### Supply network

Scale bar: 20 um. Pins as bars on the die edge. Tap cells in grey.
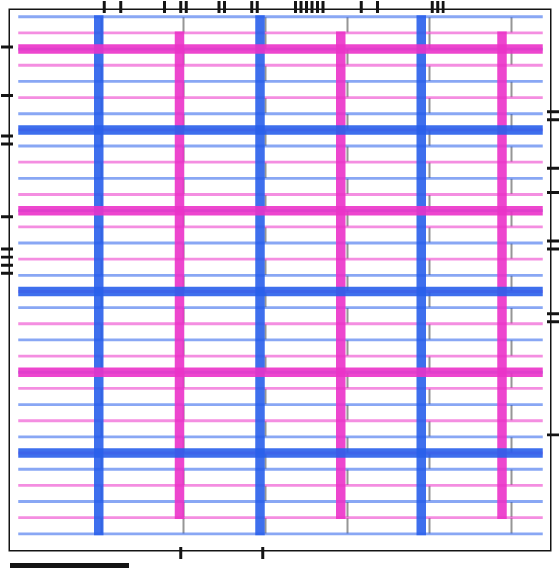
### Cell placement

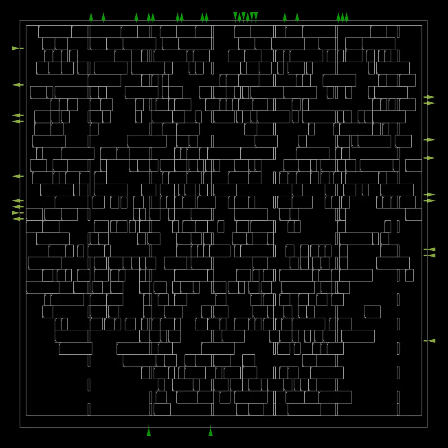
### Placement by cell class

Fill, decap, tap and diode cells in grey.
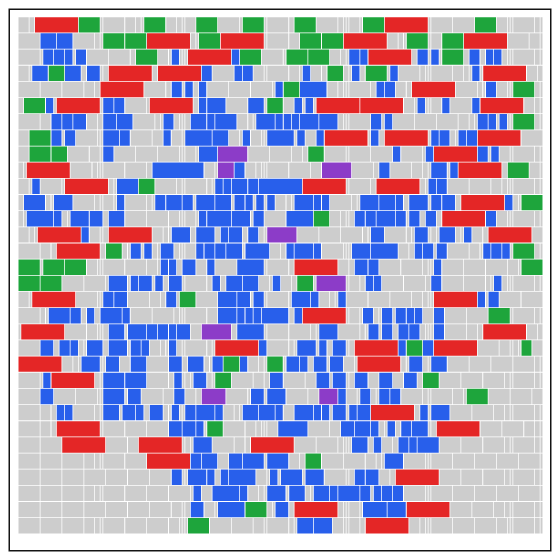
### Wire density map

The die is cut into 18 by 18 equal tiles; dark blue is low, red is high, scaled to the fullest tile. Values are wire area over tile area, all layers added.
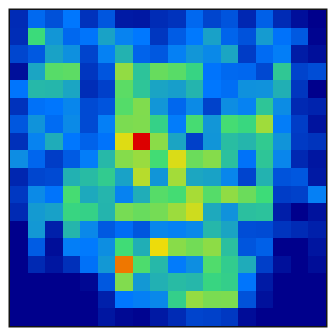
<file path="config.mk">
export PLATFORM = sky130hd
export DESIGN_NAME = spm_boot_loader
export DESIGN_NICKNAME = d
export VERILOG_FILES = /design/src/rtl/spm_pkg.sv /design/src/rtl/spm_boot_ctr.sv /design/src/rtl/spm_boot_loader.sv
export SDC_FILE = /design/constraint.sdc
export NUM_CORES = 1
export LEC_CHECK = 0
export CAP_MARGIN = 20
export CORE_UTILIZATION = 42
export CTS_CLUSTER_DIAMETER = 100
export DETAILED_ROUTE_END_ITERATION = 10
export PLACE_DENSITY = 0.61
export SLEW_MARGIN = 15
export SYNTH_ARGS = -nofsm -noshare
export SYNTH_HDL_FRONTEND = slang
export SYNTH_HIERARCHICAL = 1
export SYNTH_SLANG_ARGS = --single-unit
</file>
<file path="constraint.sdc">
create_clock -name clk -period 3.69 [get_ports clk]
set_clock_uncertainty 0.05 [all_clocks]
set_input_delay 0.5535 -clock clk [delete_from_list [all_inputs] [get_ports clk]]
set_output_delay 0.5535 -clock clk [all_outputs]
set_load 0.05 [all_outputs]
</file>
<file path="src/rtl/spm_pkg.sv">
// Shared definitions for the RISC_SPM program loader, RAM and core.
// Holds the stream/RAM widths, frame constants and loader state encoding.
package spm_pkg;

    localparam int SPM_ADDR_W    = 8;
    localparam int SPM_DATA_W    = 8;
    localparam int SPM_RAM_DEPTH = 1 << SPM_ADDR_W;

    localparam logic [SPM_DATA_W-1:0] SPM_SYNC_BYTE = 8'hA5;
    localparam logic [SPM_DATA_W-1:0] SPM_GO_BYTE   = 8'h5A;

    typedef enum logic [2:0] {
        ST_IDLE,
        ST_ADDR,
        ST_LEN,
        ST_DATA,
        ST_CSUM,
        ST_HOLD,
        ST_RUN,
        ST_ERROR
    } spm_state_t;

endpackage

</file>
<file path="src/rtl/spm_boot_ctr.sv">
// Loadable down-counter shared by the frame byte count and the core reset hold delay.
// Load wins over decrement; decrement stops at zero.
module spm_boot_ctr #(
    parameter int W = 9
) (
    input  logic         clk,
    input  logic         srst,
    input  logic         load,
    input  logic [W-1:0] load_val,
    input  logic         dec,
    output logic         zero,
    output logic         last
);

    logic [W-1:0] count_reg;

    always_ff @(posedge clk) begin
        if (srst) begin
            count_reg <= '0;
        end else if (load) begin
            count_reg <= load_val;
        end else if (dec && (count_reg != '0)) begin
            count_reg <= count_reg - 1'b1;
        end
    end

    assign zero = (count_reg == '0);
    assign last = (count_reg == W'(1));

endmodule

</file>
<file path="src/rtl/spm_boot_loader.sv">
// Framed byte-stream loader: writes program bytes into the SPM RAM and holds
// the core in reset until a GO command is accepted.
module spm_boot_loader
    import spm_pkg::*;
#(
    parameter int                ADDR_W    = SPM_ADDR_W,
    parameter int                DATA_W    = SPM_DATA_W,
    parameter logic [DATA_W-1:0] SYNC_BYTE = DATA_W'(SPM_SYNC_BYTE),
    parameter logic [DATA_W-1:0] GO_BYTE   = DATA_W'(SPM_GO_BYTE),
    parameter int                RST_HOLD  = 2
) (
    input  logic              clk,
    input  logic              rst,
    input  logic              in_valid,
    input  logic [DATA_W-1:0] in_data,
    output logic              in_ready,
    output logic              mem_we,
    output logic [ADDR_W-1:0] mem_addr,
    output logic [DATA_W-1:0] mem_wdata,
    output logic              cpu_rst_n,
    output logic              done,
    output logic              err,
    output logic [7:0]        frame_cnt
);

    // One extra bit so a length byte of 0 can represent 256 bytes.
    localparam int CNT_W = DATA_W + 1;

    spm_state_t state_reg, state_next;

    logic [ADDR_W-1:0] ptr_reg, ptr_next;
    logic [DATA_W-1:0] sum_reg, sum_next;
    logic [7:0]        frame_cnt_reg, frame_cnt_next;
    logic              mem_we_reg, mem_we_next;
    logic [ADDR_W-1:0] mem_addr_reg, mem_addr_next;
    logic [DATA_W-1:0] mem_wdata_reg, mem_wdata_next;
    logic              in_ready_reg, in_ready_next;
    logic              cpu_rst_n_reg, cpu_rst_n_next;
    logic              done_reg, done_next;
    logic              err_reg, err_next;

    logic              xfer;
    logic [DATA_W-1:0] csum_total;
    logic              ctr_load, ctr_dec, ctr_zero, ctr_last;
    logic [CNT_W-1:0]  ctr_load_val;

    assign xfer       = in_valid && in_ready_reg;
    assign csum_total = sum_reg + in_data;

    spm_boot_ctr #(
        .W(CNT_W)
    ) u_ctr (
        .clk     (clk),
        .srst    (rst),
        .load    (ctr_load),
        .load_val(ctr_load_val),
        .dec     (ctr_dec),
        .zero    (ctr_zero),
        .last    (ctr_last)
    );

    always_comb begin
        state_next     = state_reg;
        ptr_next       = ptr_reg;
        sum_next       = sum_reg;
        frame_cnt_next = frame_cnt_reg;
        mem_we_next    = 1'b0;
        mem_addr_next  = mem_addr_reg;
        mem_wdata_next = mem_wdata_reg;
        ctr_load       = 1'b0;
        ctr_load_val   = '0;
        ctr_dec        = 1'b0;

        case (state_reg)
            ST_IDLE: begin
                if (xfer) begin
                    if (in_data == SYNC_BYTE) begin
                        state_next = ST_ADDR;
                    end else if (in_data == GO_BYTE) begin
                        state_next   = ST_HOLD;
                        ctr_load     = 1'b1;
                        ctr_load_val = CNT_W'(RST_HOLD);
                    end else begin
                        state_next = ST_ERROR;
                    end
                end
            end
            ST_ADDR: begin
                if (xfer) begin
                    ptr_next   = ADDR_W'(in_data);
                    sum_next   = in_data;
                    state_next = ST_LEN;
                end
            end
            ST_LEN: begin
                if (xfer) begin
                    ctr_load     = 1'b1;
                    ctr_load_val = (in_data == '0) ? CNT_W'(1 << DATA_W) : CNT_W'(in_data);
                    sum_next     = csum_total;
                    state_next   = ST_DATA;
                end
            end
            ST_DATA: begin
                if (xfer) begin
                    mem_we_next    = 1'b1;
                    mem_addr_next  = ptr_reg;
                    mem_wdata_next = in_data;
                    ptr_next       = ptr_reg + 1'b1;
                    sum_next       = csum_total;
                    ctr_dec        = 1'b1;
                    if (ctr_last) begin
                        state_next = ST_CSUM;
                    end
                end
            end
            ST_CSUM: begin
                if (xfer) begin
                    if (csum_total == '0) begin
                        state_next = ST_IDLE;
                        if (frame_cnt_reg != 8'hFF) begin
                            frame_cnt_next = frame_cnt_reg + 8'd1;
                        end
                    end else begin
                        state_next = ST_ERROR;
                    end
                end
            end
            // Counter runs down to zero, giving RST_HOLD+1 cycles of hold after GO.
            ST_HOLD: begin
                if (ctr_zero) begin
                    state_next = ST_RUN;
                end else begin
                    ctr_dec = 1'b1;
                end
            end
            ST_RUN:   state_next = ST_RUN;
            ST_ERROR: state_next = ST_ERROR;
            default:  state_next = ST_ERROR;
        endcase

        in_ready_next  = (state_next == ST_IDLE) || (state_next == ST_ADDR) ||
                         (state_next == ST_LEN)  || (state_next == ST_DATA) ||
                         (state_next == ST_CSUM);
        cpu_rst_n_next = (state_next == ST_RUN);
        done_next      = (state_next == ST_RUN);
        err_next       = (state_next == ST_ERROR);
    end

    always_ff @(posedge clk) begin
        if (rst) begin
            state_reg     <= ST_IDLE;
            ptr_reg       <= '0;
            sum_reg       <= '0;
            frame_cnt_reg <= '0;
            mem_we_reg    <= 1'b0;
            mem_addr_reg  <= '0;
            mem_wdata_reg <= '0;
            in_ready_reg  <= 1'b0;
            cpu_rst_n_reg <= 1'b0;
            done_reg      <= 1'b0;
            err_reg       <= 1'b0;
        end else begin
            state_reg     <= state_next;
            ptr_reg       <= ptr_next;
            sum_reg       <= sum_next;
            frame_cnt_reg <= frame_cnt_next;
            mem_we_reg    <= mem_we_next;
            mem_addr_reg  <= mem_addr_next;
            mem_wdata_reg <= mem_wdata_next;
            in_ready_reg  <= in_ready_next;
            cpu_rst_n_reg <= cpu_rst_n_next;
            done_reg      <= done_next;
            err_reg       <= err_next;
        end
    end

    assign in_ready  = in_ready_reg;
    assign mem_we    = mem_we_reg;
    assign mem_addr  = mem_addr_reg;
    assign mem_wdata = mem_wdata_reg;
    assign cpu_rst_n = cpu_rst_n_reg;
    assign done      = done_reg;
    assign err       = err_reg;
    assign frame_cnt = frame_cnt_reg;

endmodule
</file>
==> flow_summary.ini <==
; flow metrics
[timing]
period_needed_ns = 3.41
slew_violations = 0
setup_viol = 0
setup-tns-final_ns = 0
max_freq_mhz = 294
tightest_slew_ns = 0.985
post-route-period-util_pct = 92.3
final_hold_viol_count = 0
hold_ws_ns = 0.411
setup_ws_ns = 0.283
rsz0062_at_grt = no

[placement]
dp_cells = 565
dpl_cell_area_um2 = 3870
gp_congestion = 0.882
numPortBuffers = 39
pre_cts_slack_ns = -0.0671

[cells_and_area]
largest_reg_flops = 9
layout.cells.non_filler = 573
sh_comb_area_pct = 51.6
buffer_area_share_pct = 13.1
lay_top_cells = nand2_1 (73), dfxtp_1 (56), a21oi_1 (44), clkdlybuf4s50_1 (38), nor2_1 (34)
clk_share_pct = 2.43
layout.nets = 494
logic_area_um2 = 2040
num_antenna_cells = 0
fillCellCount = 775
lay_top_count = nand2_1
clockBufferCount = 5
final_layout_size_suffix_gt1_share_pct = 7.64
regArea_um2 = 1120
comb_cells = 336
dominant-cell-class = logic gates
nNonClkBuffers = 57

[grt]
grtUsageMet1_pct = 28.8
grt_pass1_vias = 3114
antenna_found_initial = 0
grtUsageMet3_pct = 2.95
overflow = 0
grt_pass1_wl_um = 15000
grt_start_max_net_pins = 49
met2_usage_pct = 39.4

[clock_network]
clkLatencyLatePin_ns = 0.31
cts_root_buffer = clkbuf_8
clockBufferDepth = 2
cts_tree = yes
holdBufCountCts = 0
cts_made_buffers = 5
cts_setup_buffers = 0
h-tree-depth = 2
cts_num_sinks = 56
postCtsResizedCells = 0

[power]
power_mw = 1.63
power_density_nw_per_um2 = 412
p_leak_nw = 1.37

[critical_path]
rr_startpoint = sum_reg[0]
cp.required_ns = 3.88
crit_start = in_data[0]
crit_end = frame_cnt[5]
cp_max_fo = 9
start_kind = input pin
rrSetupSlack_ns = 0.65
worstPathArrival_ns = 3.60
end_kind = register
r2r_cells = 10
rr_endpoint = frame_cnt[5]

[logic_synthesis]
flop_cell = dfxtp_1
async_reset_ff_share_pct = 0
synth-edff-count = 0
synth_cells = 429
synth_nets = 453
top_cell = nand2_1
common_cells = nand2_1 (73), dfxtp_1 (56), a21oi_1 (44)
ys_seq_share_pct = 33.8
synth_area_leader_cell = dfxtp_1
synth_flops = 56
ys_types = 66
yosysTopAreaCellShare_pct = 33.8
syn_area_per_cell_um2 = 7.74
ys_chip_area_um2 = 3320
syn_area_um2 = 3320
ys_cells = 429

[run]
maxCapViolations = 0
warnings = 28

[min_path]
hold_path_class = register to register
hp-start = mem_wdata[7]
hold_path_depth = 2
hold_end = mem_wdata[7]

[detailed_routing]
ant_nets = 0
dr_wl_met3_um = 422
drc = 0
wl_met2_um = 4330
dr.max_layer_used = met4
wl_met1_um = 4090
avgViaCountPerCell = 5.77

[die]
tap_cells = 102
dieArea_um2 = 8260
initial_core_util_pct = 43.2
ios = 40

[run_status]
status = finished, final reports clean
Back to the opening pictures, 'Supply network':
colour	net
blue	VSS
magenta	VDD
met4 straps	6
signal pins	40
met5 straps	6
tap cells	102
met1 rails	33
Die X: 90.9 um
die height: 90.9 um
Max rail drop VDD: 0.271 mV

Back to the opening pictures, 'Cell placement':
Rows: 32
Core Footprint: 7690 um^2
num sequential: 56
flop share of the area: 28.3%

Back to the opening pictures, 'Placement by cell class':
colour	class	cells
purple	clock drivers and dummy loads	8
red	sequential cells	56
blue	remaining logic cells	350
green	remaining buffers and delay cells	57
Util after Layout: 51.5%
design area: 3960 um^2

Back to the opening pictures, 'Wire density map':
tiles over half the peak	15%
densest ninth of the die	centre
fullest tile	0.63
nearly empty tiles	11%
emptiest ninth of the die	lower left
mean over tiles	0.17
final WL: 8880 um
post-DR wirelength/cell: 15.5 um
overall global routing resource usage: 22.1%
total number of vias: 3304

[critical path: stages]
cell and delay, ns:
clkdlybuf4s50_1 0.48, ha_1 0.18, inv_1 0.06, fa_1 0.40
xnor2_1 0.16, or4b_1 0.51, a21oi_1 0.14, nor4b_4 0.24
nand3_2 0.20, or4_1 0.50, a21oi_1 0.18
[cell families after synthesis]
logic type / synth area share (%)
simple gates: 31.0
buf+inv: 4.64
mux: 0.603
compound gates: 23.3
flops: 33.8
fa+ha+maj: 5.13
xor+xnor: 1.58
[report_power, final]
| group | switching (mW) | leakage [nW] | internal [mW] |
|---|---|---|---|
| clock | 0.220 | 0.0463 | 0.140 |
| combinational | 0.342 | 0.868 | 0.222 |
| sequential | 0.0642 | 0.453 | 0.645 |
| total | 0.627 | 1.37 | 1.01 |
No activity file was given, so power comes from the tool's default toggle rates.
